## src/rtl/mem_arbiter.sv

```systemverilog
// Arbitrates one single-port synchronous BRAM between the fetch and data-move paths.
// Optional build macro MEM_ARB_RR_EN: round-robin on contention instead of data priority with starvation guard.
module mem_arbiter #(
   parameter int AW         = 32,
   parameter int DW         = 32,
   parameter int STARVE_MAX = 4
) (
   input  logic          clk,
   input  logic          rst,
   input  logic          if_req,
   input  logic [AW-1:0] if_addr,
   output logic          if_gnt,
   output logic          if_rvalid,
   output logic [DW-1:0] if_rdata,
   input  logic          d_req,
   input  logic          d_we,
   input  logic [AW-1:0] d_addr,
   input  logic [DW-1:0] d_wdata,
   output logic          d_gnt,
   output logic          d_rvalid,
   output logic [DW-1:0] d_rdata,
   output logic [AW-1:0] m_addr,
   output logic          m_write,
   output logic [DW-1:0] m_wdata,
   input  logic [DW-1:0] m_rdata,
   output logic [3:0]    dbg_starve_cnt_o,
   output logic [1:0]    dbg_owner_o,
   output logic          dbg_rr_last_o
);

   // Handshake: a requester holds req (and its address/data) until it sees gnt in the
   // same cycle; the access happens at that edge. Dropping req before gnt withdraws it.
   // Reads return on the owner's rvalid exactly one cycle after gnt; writes never do.

   typedef enum logic [1:0] {
      OWN_NONE = 2'd0,
      OWN_IF   = 2'd1,
      OWN_D    = 2'd2
   } owner_e;

   typedef enum logic {
      LAST_IF = 1'b0,
      LAST_D  = 1'b1
   } last_e;

   owner_e owner_q, owner_d;
   last_e  rr_last_q, rr_last_d;
   logic   contend;
   logic   if_win;

   assign contend = if_req & d_req;

`ifdef MEM_ARB_RR_EN
   assign if_win           = (rr_last_q == LAST_D);
   assign dbg_starve_cnt_o = 4'd0;
`else
   localparam logic [3:0] STARVE_LIM = 4'(STARVE_MAX);

   logic [3:0] starve_cnt_q, starve_cnt_d;

   assign if_win           = (starve_cnt_q == STARVE_LIM);
   assign dbg_starve_cnt_o = starve_cnt_q;

   // Counts only contested cycles fetch loses; any fetch grant or idle fetch clears it.
   always_comb begin
      starve_cnt_d = starve_cnt_q;
      if (!if_req || if_gnt) begin
         starve_cnt_d = 4'd0;
      end else if (contend && d_gnt && (starve_cnt_q != STARVE_LIM)) begin
         starve_cnt_d = starve_cnt_q + 4'd1;
      end
   end

   always_ff @(posedge clk or negedge rst) begin
      if (!rst) begin
         starve_cnt_q <= 4'd0;
      end else begin
         starve_cnt_q <= starve_cnt_d;
      end
   end
`endif

   // Grants are held low while reset is asserted, independent of the clock.
   always_comb begin
      if_gnt = 1'b0;
      d_gnt  = 1'b0;
      if (rst) begin
         if (contend) begin
            if_gnt = if_win;
            d_gnt  = ~if_win;
         end else begin
            if_gnt = if_req;
            d_gnt  = d_req;
         end
      end
   end

   always_comb begin
      m_addr  = '0;
      m_write = 1'b0;
      m_wdata = '0;
      if (if_gnt) begin
         m_addr = if_addr;
      end else if (d_gnt) begin
         m_addr  = d_addr;
         m_write = d_we;
         m_wdata = d_wdata;
      end
   end

   always_comb begin
      owner_d   = OWN_NONE;
      rr_last_d = rr_last_q;
      if (if_gnt) begin
         owner_d   = OWN_IF;
         rr_last_d = LAST_IF;
      end else if (d_gnt) begin
         owner_d   = d_we ? OWN_NONE : OWN_D;
         rr_last_d = LAST_D;
      end
   end

   always_ff @(posedge clk or negedge rst) begin
      if (!rst) begin
         owner_q   <= OWN_NONE;
         rr_last_q <= LAST_IF;
      end else begin
         owner_q   <= owner_d;
         rr_last_q <= rr_last_d;
      end
   end

   assign if_rvalid     = (owner_q == OWN_IF);
   assign d_rvalid      = (owner_q == OWN_D);
   assign if_rdata      = if_rvalid ? m_rdata : '0;
   assign d_rdata       = d_rvalid ? m_rdata : '0;
   assign dbg_owner_o   = owner_q;
   assign dbg_rr_last_o = rr_last_q;

endmodule

```

## config.mk

```make
export PLATFORM = sky130hd
export DESIGN_NAME = mem_arbiter
export DESIGN_NICKNAME = d
export VERILOG_FILES = /design/src/rtl/mem_arbiter.sv
export SDC_FILE = /design/constraint.sdc
export NUM_CORES = 1
export LEC_CHECK = 0
export ABC_AREA = 1
export CAP_MARGIN = 15
export CELL_PAD_IN_SITES_DETAIL_PLACEMENT = 1
export CELL_PAD_IN_SITES_GLOBAL_PLACEMENT = 2
export CORE_ASPECT_RATIO = 1.4
export CORE_MARGIN = 2
export CORE_UTILIZATION = 10
export CTS_BUF_LIST = sky130_fd_sc_hd__clkbuf_4
export DETAILED_ROUTE_END_ITERATION = 8
export GPL_TIMING_DRIVEN = 1
export PLACE_DENSITY_LB_ADDON = 0.1
export SETUP_SLACK_MARGIN = 0.4
export SLEW_MARGIN = 40
export SYNTH_ARGS = -nofsm -noshare
export SYNTH_HDL_FRONTEND = slang
export SYNTH_SLANG_ARGS = --single-unit
```

## constraint.sdc

```tcl
create_clock -name clk -period 3.5 [get_ports clk]
set_input_delay 0.7 -clock clk [delete_from_list [all_inputs] [get_ports clk]]
set_output_delay 0.7 -clock clk [all_outputs]
set_load 0.01 [all_outputs]
```

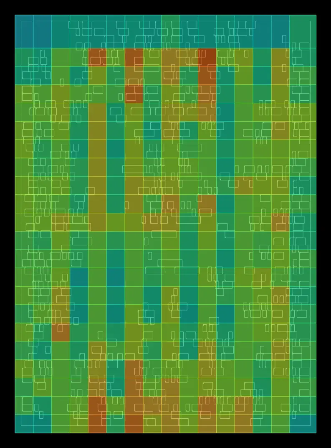
**Above:** run 1 (routing congestion).
met2 GRT Util: 0.223
final core occ: 0.283

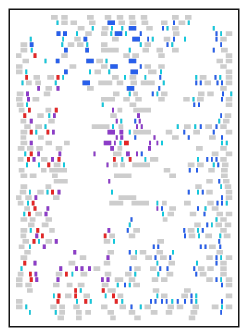
**Above:** run 1 (gate-type map).
[red] inverting AOI/OAI gates | cells: 35
[purple] NAND gates | cells: 55
[blue] NOR gates | cells: 102
[cyan] inverters | cells: 110 | where: spread over the die

==> results.cfg, run 1 <==
; flow metrics
[cells_and_area]
n_all_buffers = 283
dominant_cells = non-clock buffers
flop-count = 7
design_area_um2 = 4700
sh_comb_area = 0.203
num-nonclk-inverters = 110
antennaDiodeCount = 0
largest_register_ffs = 4
drive_above_1_share = 0.0602
clockBufferCount = 4
clk_share = 0.00639
comb_cells = 194
synthToLayoutAreaGrowth_pct = 180
lay_top_count = clkdlybuf4s50_1
buffer_area_frac = 0.611
fillers = 2073
combGateArea_um2 = 953
final_cell_mix = clkdlybuf4s50_1 (237), inv_1 (108), nor2_1 (84)
fin_cells = 801

[global_route]
grt_max_degree = 35
track_usage = 0.109
grt-busiest-layer = met2
grt.overflow.total = 0
grt_pass1_vias = 3046
grt_util_met3 = 0.0343
antenna_found_initial = 0
grt_use_met1 = 0.106
grt_first_pass_wirelength_mm = 15.5

[floorplanning]
coreArea_um2 = 16600
n_tap_cell = 203
fp-row-count = 56
dieHeight_um = 157
io_pins = 273
die_x_um = 114
fp_util = 0.101
dieArea_um2 = 17900

[flow_run]
warnings = 28
maxCapViolations = 0

[timing]
holdWs_ns = 0.527
rsz0062_at_grt = true
finClkSkew_ns = 0.00802
final.setup.tns_ns = 0
fin_crit_sh = 0.873
worst_slew_pin_slew_ns = 0.364
setup_violations = 0
max-slew-margin-rel = 0.757
layout_setup_ws_ns = 0.445
fmax_mhz = 327
fin_crit_ns = 3.05
finalMaxSlewViolations = 0

[power]
seqPwrFrac = 0.146
power_switching_mw = 0.203
power.density_nw_per_um2 = 128
p_leak_nw = 2.31
powerClk_mw = 0.0801
vdd_drop_max_uv = 44.4
p_comb_mw = 0.434
power-top-group = combinational cells
intPower_mw = 0.399
clkPwrFrac = 0.133
swShare = 0.338
design_power_total_mw = 0.602

[worst_setup_path]
crit_top_cell = clkdlybuf4s50_1
rrSetupSlack_ns = 2.04
cpMaxStageDelayCell = clkdlybuf4s50_1
cp-endpoint = m_wdata[8]
start_kind = input port
rr_endpoint = dbg_rr_last_o$_DFFE_PN0P_
arrival_ns = 2.35
r2r-start = dbg_starve_cnt_o[0]$_DFFE_PN0P_
crit_buf_inv = 4
setup.worst_path.start = rst
crit_chain = clkdlybuf4s50_1, nand2_1, clkinv_1, nand2_4, clkbuf_16, nor2_4, clkdlybuf4s50_1
crit_fanout = 11
cpPeakStageDelay_ns = 0.57
cp.depth = 7
critPathRequiredTime_ns = 2.80
endpoint_kind = primary output
worst-setup-path-type = input port to primary output
cp_top_family = buffers and inverters
r2r_cells = 7

[routing]
via_count = 2937
wl_per_cell_um = 13.2
via_per_inst = 3.67
drcViolationCount = 0
drt-initial-drc-count = 69
postRouteAntennaNets = 0
dr.pass1.iters = 4
routed_wl_mm = 10.6

[hold_path]
hold_class = register to register
hold_depth = 2
worstHoldEndpoint = dbg_rr_last_o$_DFFE_PN0P_
hold_start = dbg_rr_last_o$_DFFE_PN0P_

[yosys]
synth_flops = 7
area_leaders = inv_1 (24%), nor2_1 (19%), dfrtp_1 (10%)
synth_top_flop_cell = dfrtp_1
synth_cells = 330
yosys.cell_count.top_type = inv_1
synth.avg_cell_area_um2 = 5.09
synthDistinctLibCells = 21
yosys_warnings = 0
largest_area_cell = inv_1
postSynthNetCount = 465
ys_seq_share = 0.104
yosys_area_um2 = 1680
top_area_frac = 0.241
ys_cells = 330
async_reset_ff_frac = 1.00
synthesis.area_um2 = 1680
top_cells_by_count = inv_1 (108), nor2_1 (84), nand3_1 (35)
edf_count = 0

[placed_design]
pre_cts_ws_ns = 0.243
dp_cells = 794
placed_area_um2 = 4640
gp_congestion = 0.698
portBuffers = 272
hpwl_mm = 9.01

[clocking]
clockRootBuffer = clkbuf_4
cts.sinks = 7
path_clk_slew_ns = 0.06
cts_tree = done
cts_buffers = 3
htreeDepth = 1
insertion_delay_ns = 0.24
clock_path_buffers = 2

[status]
status = completed
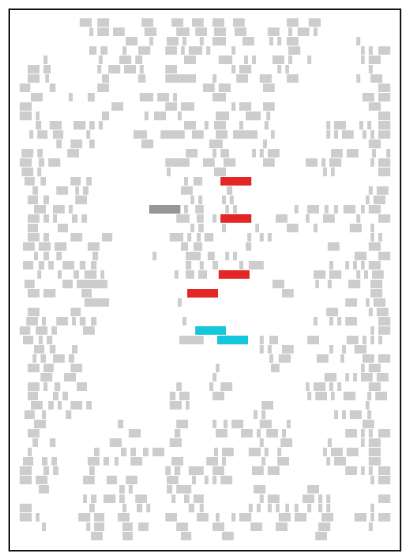
**Above:** run 1 (register map, names as in the netlist).
Other sequential cells in the stronger grey, the rest of the logic in the fainter grey.
[cyan] `dbg_owner_o` | sequential cells: 2
[red] `dbg_starve_cnt_o` | sequential cells: 4 | where: middle
not coloured: 1
sequential power: 0.0878 mW
Seq. cell area: 175 µm²
flop share of the area: 0.0373

## run 1: kinds of logic after synthesis
group                    share of synthesized area
AND/OR/NAND/NOR                              0.444
buffers and inverters                        0.331
AND-OR/OR-AND                                0.106
flip-flops                                   0.104
adder cells (fa/ha/maj)                     0.0149
## run 1: what timing repair did
action                                  CTS  global route
hold buffers                              0             0
gates resized                            32             4
pin swaps                                 1             1
gates cloned                              0             2
endpoints found under the hold margin     0             0
buffers inserted                          1             0
endpoints found under the setup margin   60            25
## run 1: metal layers
metal / share of wire / up-vias / wire length, µm
met2: 0.56 / 157 / 5900
met4: 0.0043 / 0 / 46
met1: 0.34 / 1300 / 3640
met5: 0 / - / 0
li1: - / 1478 / -
met3: 0.097 / 2 / 1030
**Run 1: metal 2**

Cells faint in the background.
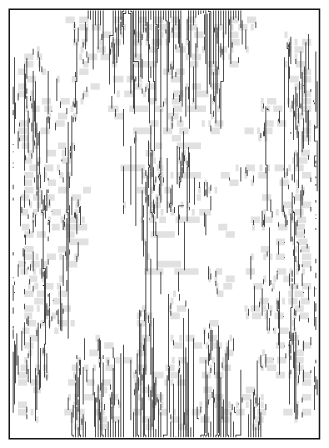

==> run 2: changes to the inputs <==
- CELL_PAD_IN_SITES_DETAIL_PLACEMENT: 1 -> not set
- CELL_PAD_IN_SITES_GLOBAL_PLACEMENT: 2 -> not set
- CORE_AREA: not set -> 2 2 107 109
- CORE_ASPECT_RATIO: 1.4 -> not set
- CORE_MARGIN: 2 -> not set
- CORE_UTILIZATION: 10 -> not set
- DIE_AREA: not set -> 0 0 109 111
- PLACE_DENSITY_LB_ADDON: 0.1 -> not set
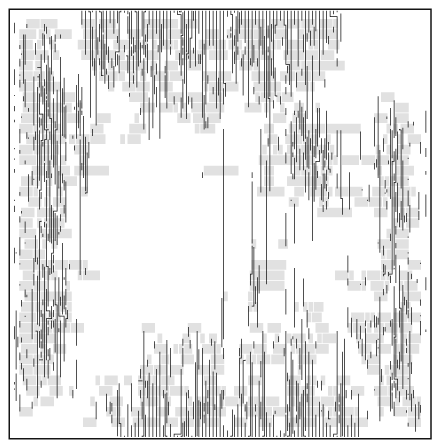
**Above:** run 2 (metal 2).
Cells faint in the background.
nets with wire on the layer: 603
main direction: vertical
longest straight run: 54.4 µm
share of all routed wire: 55%
wire length on this layer: 4,850 µm

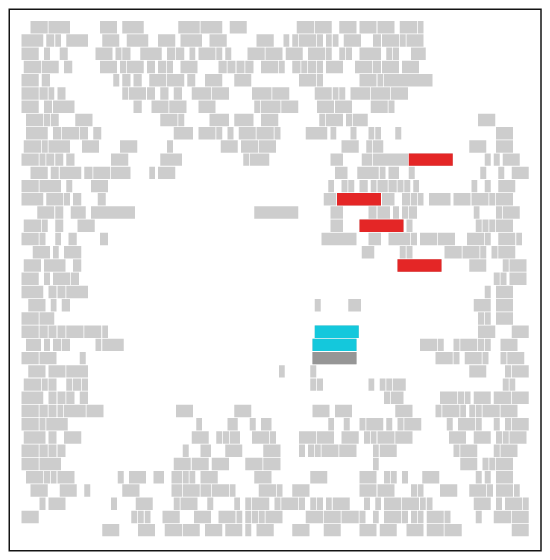
**Above:** run 2 (register map, names as in the netlist).
Other sequential cells in the stronger grey, the rest of the logic in the fainter grey.
[red] `dbg_starve_cnt_o` | sequential cells: 4
[cyan] `dbg_owner_o` | sequential cells: 2

==> run 2 against run 1 <==
Sequential share of layout area barely moved. Area after synthesis stayed put. Combinational power about the same. Wire length is 16% lower. Clock skew fell by 0.0035 ns. Via count is essentially flat. Synthesized cell count unchanged. Count of clock-buffer cells in the layout stayed put. Critical path type unchanged. Largest cell class unchanged. Largest power group unchanged.
==> results.cfg, run 2 <==
; flow metrics
[timing]
setup_violations = 0
fin_crit_sh = 0.843
rsz0062_at_grt = true
holdWs_ns = 0.492
max-slew-margin-rel = 0.766
worst_slew_pin_slew_ns = 0.351
finalMaxSlewViolations = 0
final_hold_viol_count = 0
layout_setup_ws_ns = 0.549
fmax_mhz = 339
final.setup.tns_ns = 0
finClkSkew_ns = 0.00452
fin_crit_ns = 2.95

[power]
seq_power_mw = 0.0879
p_leak_nw = 2.57
power.density_nw_per_um2 = 129
design_power_total_mw = 0.606
power_frac_comb = 0.720
powerClk_mw = 0.0816
power-top-group = combinational cells
vdd_drop_max_uv = 64.3
intPower_mw = 0.403
seqPwrFrac = 0.145
p_comb_mw = 0.437
swShare = 0.335
clkPwrFrac = 0.135
power_switching_mw = 0.203

[routing]
drcViolationCount = 0
drt-initial-drc-count = 166
routed_wl_mm = 8.90
postRouteAntennaNets = 0
top_layer_used = met4
wl_met3_um = 802
via_per_inst = 3.97
via_count = 2938
met1_length_mm = 3.16
wl_met2_mm = 4.85
dr.pass1.iters = 4

[cells_and_area]
fillers = 1137
nets = 733
final_cell_mix = clkdlybuf4s50_1 (238), inv_1 (108), nor2_1 (84)
design_area_um2 = 4690
synthToLayoutAreaGrowth_pct = 179
lay_top_count = clkdlybuf4s50_1
ff_latch_area_um2 = 175
fin_cells = 740
largest_register_ffs = 4
drive_above_1_share = 0.0586
combGateArea_um2 = 957
antennaDiodeCount = 0

[yosys]
mux_share = 0
yosys_warnings = 0
synth_cells = 330
ys_seq_share = 0.104
yosys_area_um2 = 1680
synthDistinctLibCells = 21
async_reset_ff_frac = 1.00
synth_top_flop_cell = dfrtp_1
simple_gate_share = 0.444
synth_flops = 7
area_leaders = inv_1 (24%), nor2_1 (19%), dfrtp_1 (10%)
postSynthNetCount = 465
top_area_frac = 0.241
synth.avg_cell_area_um2 = 5.09
ys_sh_xor = 0
aoi_share = 0.106
edf_count = 0
yosys.cell_count.top_type = inv_1
largest_area_cell = inv_1
ys_cells = 330
ys_top_logic_family = simple AND/OR/NAND/NOR gates
fa_ha_area_frac = 0.0149
synthesis.area_um2 = 1680
top_cells_by_count = inv_1 (108), nor2_1 (84), nand3_1 (35)

[status]
status = completed

[flow_run]
maxCapViolations = 0
warnings = 29

[floorplanning]
dieArea_um2 = 12100
fp_util = 0.152
dieHeight_um = 111
fp-row-count = 39
coreArea_um2 = 11100
die_x_um = 109
io_pins = 273

[placed_design]
placed_area_um2 = 4500
gp_congestion = 0.777
hpwl_mm = 7.23
pre_cts_ws_ns = 0.298
portBuffers = 272
dp_cells = 731

[clocking]
clock_path_buffers = 2
cts_setup_buffers = 0
postCtsHoldBufs = 0
htreeDepth = 1
cts_buffers = 3
cts.sinks = 7
clockRootBuffer = clkbuf_4
cts_tree = done
insertion_delay_ns = 0.25
ctsResizeCount = 8
path_clk_slew_ns = 0.06

[worst_setup_path]
rr_endpoint = dbg_rr_last_o$_DFFE_PN0P_
r2r-start = dbg_starve_cnt_o[0]$_DFFE_PN0P_
cp-endpoint = m_wdata[23]
crit_fanout = 34
critPathRequiredTime_ns = 2.80
endpoint_kind = primary output
rrSetupSlack_ns = 1.95
worst-setup-path-type = input port to primary output
start_kind = input port
setup.worst_path.start = d_req
arrival_ns = 2.25
r2r_cells = 7

[global_route]
antenna_found_initial = 0
grt_max_degree = 69
grt_pass1_vias = 2720
grt.overflow.total = 0
grt_first_pass_wirelength_mm = 13.1

[hold_path]
hold_class = input port to async pin
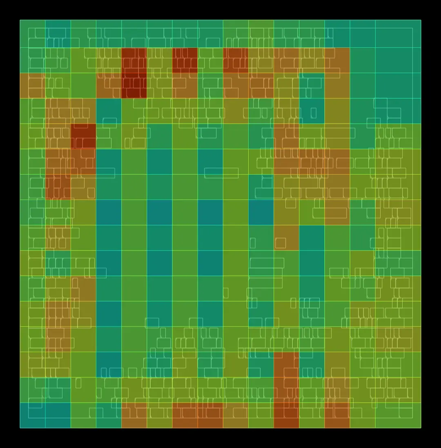
**Above:** run 2 (routing congestion).
final core occ: 0.423
wire per inst: 12.0 µm
Total GRT Usage: 0.132
met1 Use GR: 0.137
GRT met3 Usage: 0.0270

run 2: cell counts after synthesis:
Identical to the previous run, type by type.
run 2: final cells by class:
cell class                 instances  area share
inverter                         110      0.0888
tap                              143      0.0382
multi-input combinational        194       0.204
clock buffer                       4     0.00640
timing repair buffer             282       0.625
sequential                         7      0.0374
run 2: per-layer routing:
metal / track usage / up-vias
li1: - / 1476
met1: 0.137 / 1312
met2: 0.263 / 144
met3: 0.0270 / 6
met4: 0.0282 / 0
met5: 0 / -
run 2: critical path, cell delays in order:
cell and delay (ns):
dlygate4sd2_1 0.35, nand2_1 0.09, clkinv_1 0.06, nand2_2 0.11
clkbuf_16 0.26, nor2_1 0.12, clkdlybuf4s50_1 0.54
**Run 2: gate-type map**

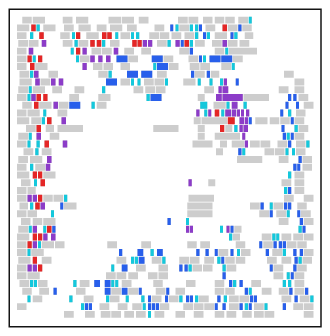

==> run 3: changes to the inputs <==
- CORE_AREA: 2 2 107 109 -> 2 2 106 108
- DIE_AREA: 0 0 109 111 -> 0 0 108 110
- clock period: 3.5 -> 2.9 ns (I/O delays scaled with it)
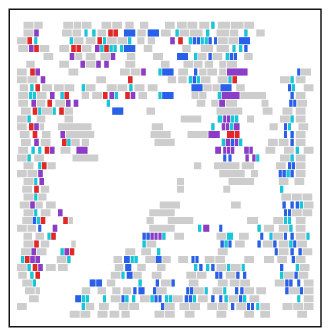
**Above:** run 3 (gate-type map).
[blue] NOR gates | cells: 102
[red] inverting AOI/OAI gates | cells: 35
[purple] NAND gates | cells: 56
[cyan] inverters | cells: 110 | where: spread over the die

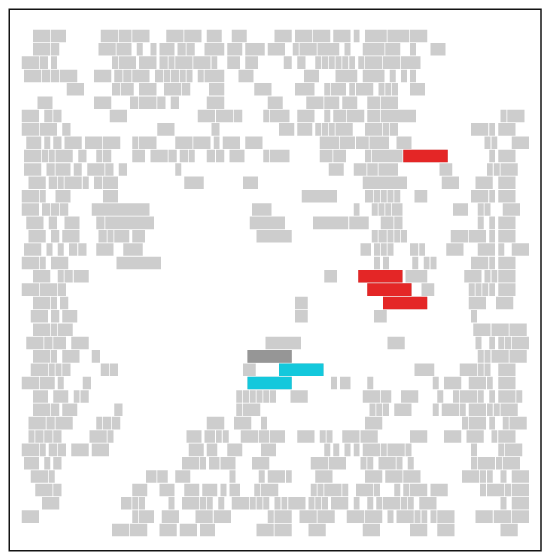
**Above:** run 3 (register map, names as in the netlist).
Other sequential cells in the stronger grey, the rest of the logic in the fainter grey.
flop share of the area: 0.0365
final core occ: 0.449

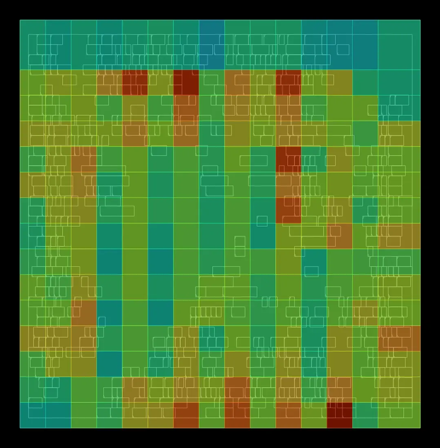
**Above:** run 3 (routing congestion).
met2 GRT Util: 0.287
wire per inst: 13.0 µm
Total GRT Usage: 0.143

==> run 3 against run 2 <==
Synthesized cell count unchanged. Register-to-register slack worse by 0.43 ns. Combinational power is 25% higher. Final area increased by 2.4%. Sequential share of layout area fell by 0.089 points. Sequential cell count did not move. Worst setup slack lost 0.052 ns. Power grew 24%. Wire length grew 10%.
==> results.cfg, run 3 <==
; flow metrics
[power]
power_frac_comb = 0.730
intPower_mw = 0.494
power_switching_mw = 0.257
power-top-group = combinational cells
p_comb_mw = 0.548
p_leak_nw = 2.56
design_power_total_mw = 0.751
clkPwrFrac = 0.130
swShare = 0.342
power.density_nw_per_um2 = 156
seq_power_mw = 0.106
vdd_drop_max_uv = 79.1
powerClk_mw = 0.0973
seqPwrFrac = 0.141

[worst_setup_path]
crit_fanout = 18
setup.worst_path.start = dbg_starve_cnt_o[0]$_DFFE_PN0P_
crit_buf_inv = 4
arrival_ns = 1.82
cp_top_family = buffers and inverters
critPathRequiredTime_ns = 2.32
cpPeakStageDelay_ns = 0.40
endpoint_kind = primary output
r2r-start = dbg_starve_cnt_o[0]$_DFFE_PN0P_
crit_chain = inv_2, ha_4, nand4_1, nand2_4, buf_12, buf_4, nor2_4, dlygate4sd2_1
start_kind = register
worst-setup-path-type = register to primary output
cpMaxStageDelayCell = dfrtp_1

[routing]
via_per_inst = 3.95
routed_wl_mm = 9.83
dr.pass1.iters = 6
via_count = 2993
drt-initial-drc-count = 107
drcViolationCount = 0
postRouteAntennaNets = 0

[timing]
layout_setup_ws_ns = 0.496
final.setup.tns_ns = 0
fin_crit_ns = 2.40
final_hold_viol_count = 0
finalMaxSlewViolations = 0
rsz0062_at_grt = true
fmax_mhz = 416
setup_violations = 0
max-slew-margin-rel = 0.791
worst_slew_pin_slew_ns = 0.314
fin_crit_sh = 0.829
finClkSkew_ns = 0.000706
holdWs_ns = 0.453

[yosys]
top_area_frac = 0.241
area_leaders = inv_1 (24%), nor2_1 (19%), dfrtp_1 (10%)
synthDistinctLibCells = 21
postSynthNetCount = 465
aoi_share = 0.106
edf_count = 0
synth.avg_cell_area_um2 = 5.09
ys_cells = 330
yosys_area_um2 = 1680
synth_flops = 7
synth_cells = 330
ys_top_logic_family = simple AND/OR/NAND/NOR gates
top_cells_by_count = inv_1 (108), nor2_1 (84), nand3_1 (35)
simple_gate_share = 0.444
synth_top_flop_cell = dfrtp_1
ys_seq_share = 0.104
mux_share = 0
fa_ha_area_frac = 0.0149
yosys_warnings = 0
async_reset_ff_frac = 1.00
ys_sh_xor = 0
synthesis.area_um2 = 1680
yosys.cell_count.top_type = inv_1
largest_area_cell = inv_1

[global_route]
antenna_found_initial = 0
grt_pass1_vias = 2698
grt_first_pass_wirelength_mm = 13.5
grt.overflow.total = 0
grt_max_degree = 33

[clocking]
htreeDepth = 1
cts_buffers = 3
postCtsHoldBufs = 0
path_clk_slew_ns = 0.05
insertion_delay_ns = 0.24
ctsResizeCount = 82
clock_path_buffers = 2
clockRootBuffer = clkbuf_4
cts_tree = done
cts_setup_buffers = 11
cts.sinks = 7

[cells_and_area]
fin_cells = 757
comb_cells = 195
ff_latch_area_um2 = 175
n_all_buffers = 301
clockBufferCount = 4
combGateArea_um2 = 1000
nets = 753
buffer_area_frac = 0.626
clk_share = 0.00625
num-nonclk-inverters = 110
drive_above_1_share = 0.105
flop-count = 7
synthToLayoutAreaGrowth_pct = 186
dominant_cells = non-clock buffers
final_cell_mix = clkdlybuf4s50_1 (202), inv_1 (105), nor2_1 (84)
antennaDiodeCount = 0
sh_comb_area = 0.208
design_area_um2 = 4800
lay_top_count = clkdlybuf4s50_1
fillers = 1088
largest_register_ffs = 4

[placed_design]
pre_cts_ws_ns = -0.101
portBuffers = 272
gp_congestion = 0.774
dp_cells = 732
hpwl_mm = 7.55
placed_area_um2 = 4540

[floorplanning]
die_x_um = 108
fp_util = 0.157
n_tap_cell = 140
dieHeight_um = 110
io_pins = 273
dieArea_um2 = 11900
coreArea_um2 = 10700
fp-row-count = 38

[status]
status = completed

[flow_run]
warnings = 29
maxCapViolations = 0

[hold_path]
hold_class = input port to async pin
[run 3: layer usage]
metal | GRT usage | wire length (µm)
met1 | 0.153 | 3680
met2 | 0.287 | 5270
met3 | 0.0370 | 799
met4 | 0.0229 | 78
met5 | 0 | 0
[run 3: final timing paths]
| kind | to | slack [ns] | cells past startpoint |
|---|---|---|---|
| max | m_wdata[3] | 0.50 | 8 |
| min in group clk | dbg_rr_last_o$_DFFE_PN0P_ | 0.49 | 2 |
| min | dbg_starve_cnt_o[1]$_DFFE_PN0P_ | 0.45 | 2 |
| min reg2reg | dbg_rr_last_o$_DFFE_PN0P_ | 0.49 | 2 |
| max in group asynchronous | dbg_rr_last_o$_DFFE_PN0P_ | 2.32 | 2 |
| max reg2reg | dbg_rr_last_o$_DFFE_PN0P_ | 1.52 | 8 |
Power and IR drop assume default switching activity.
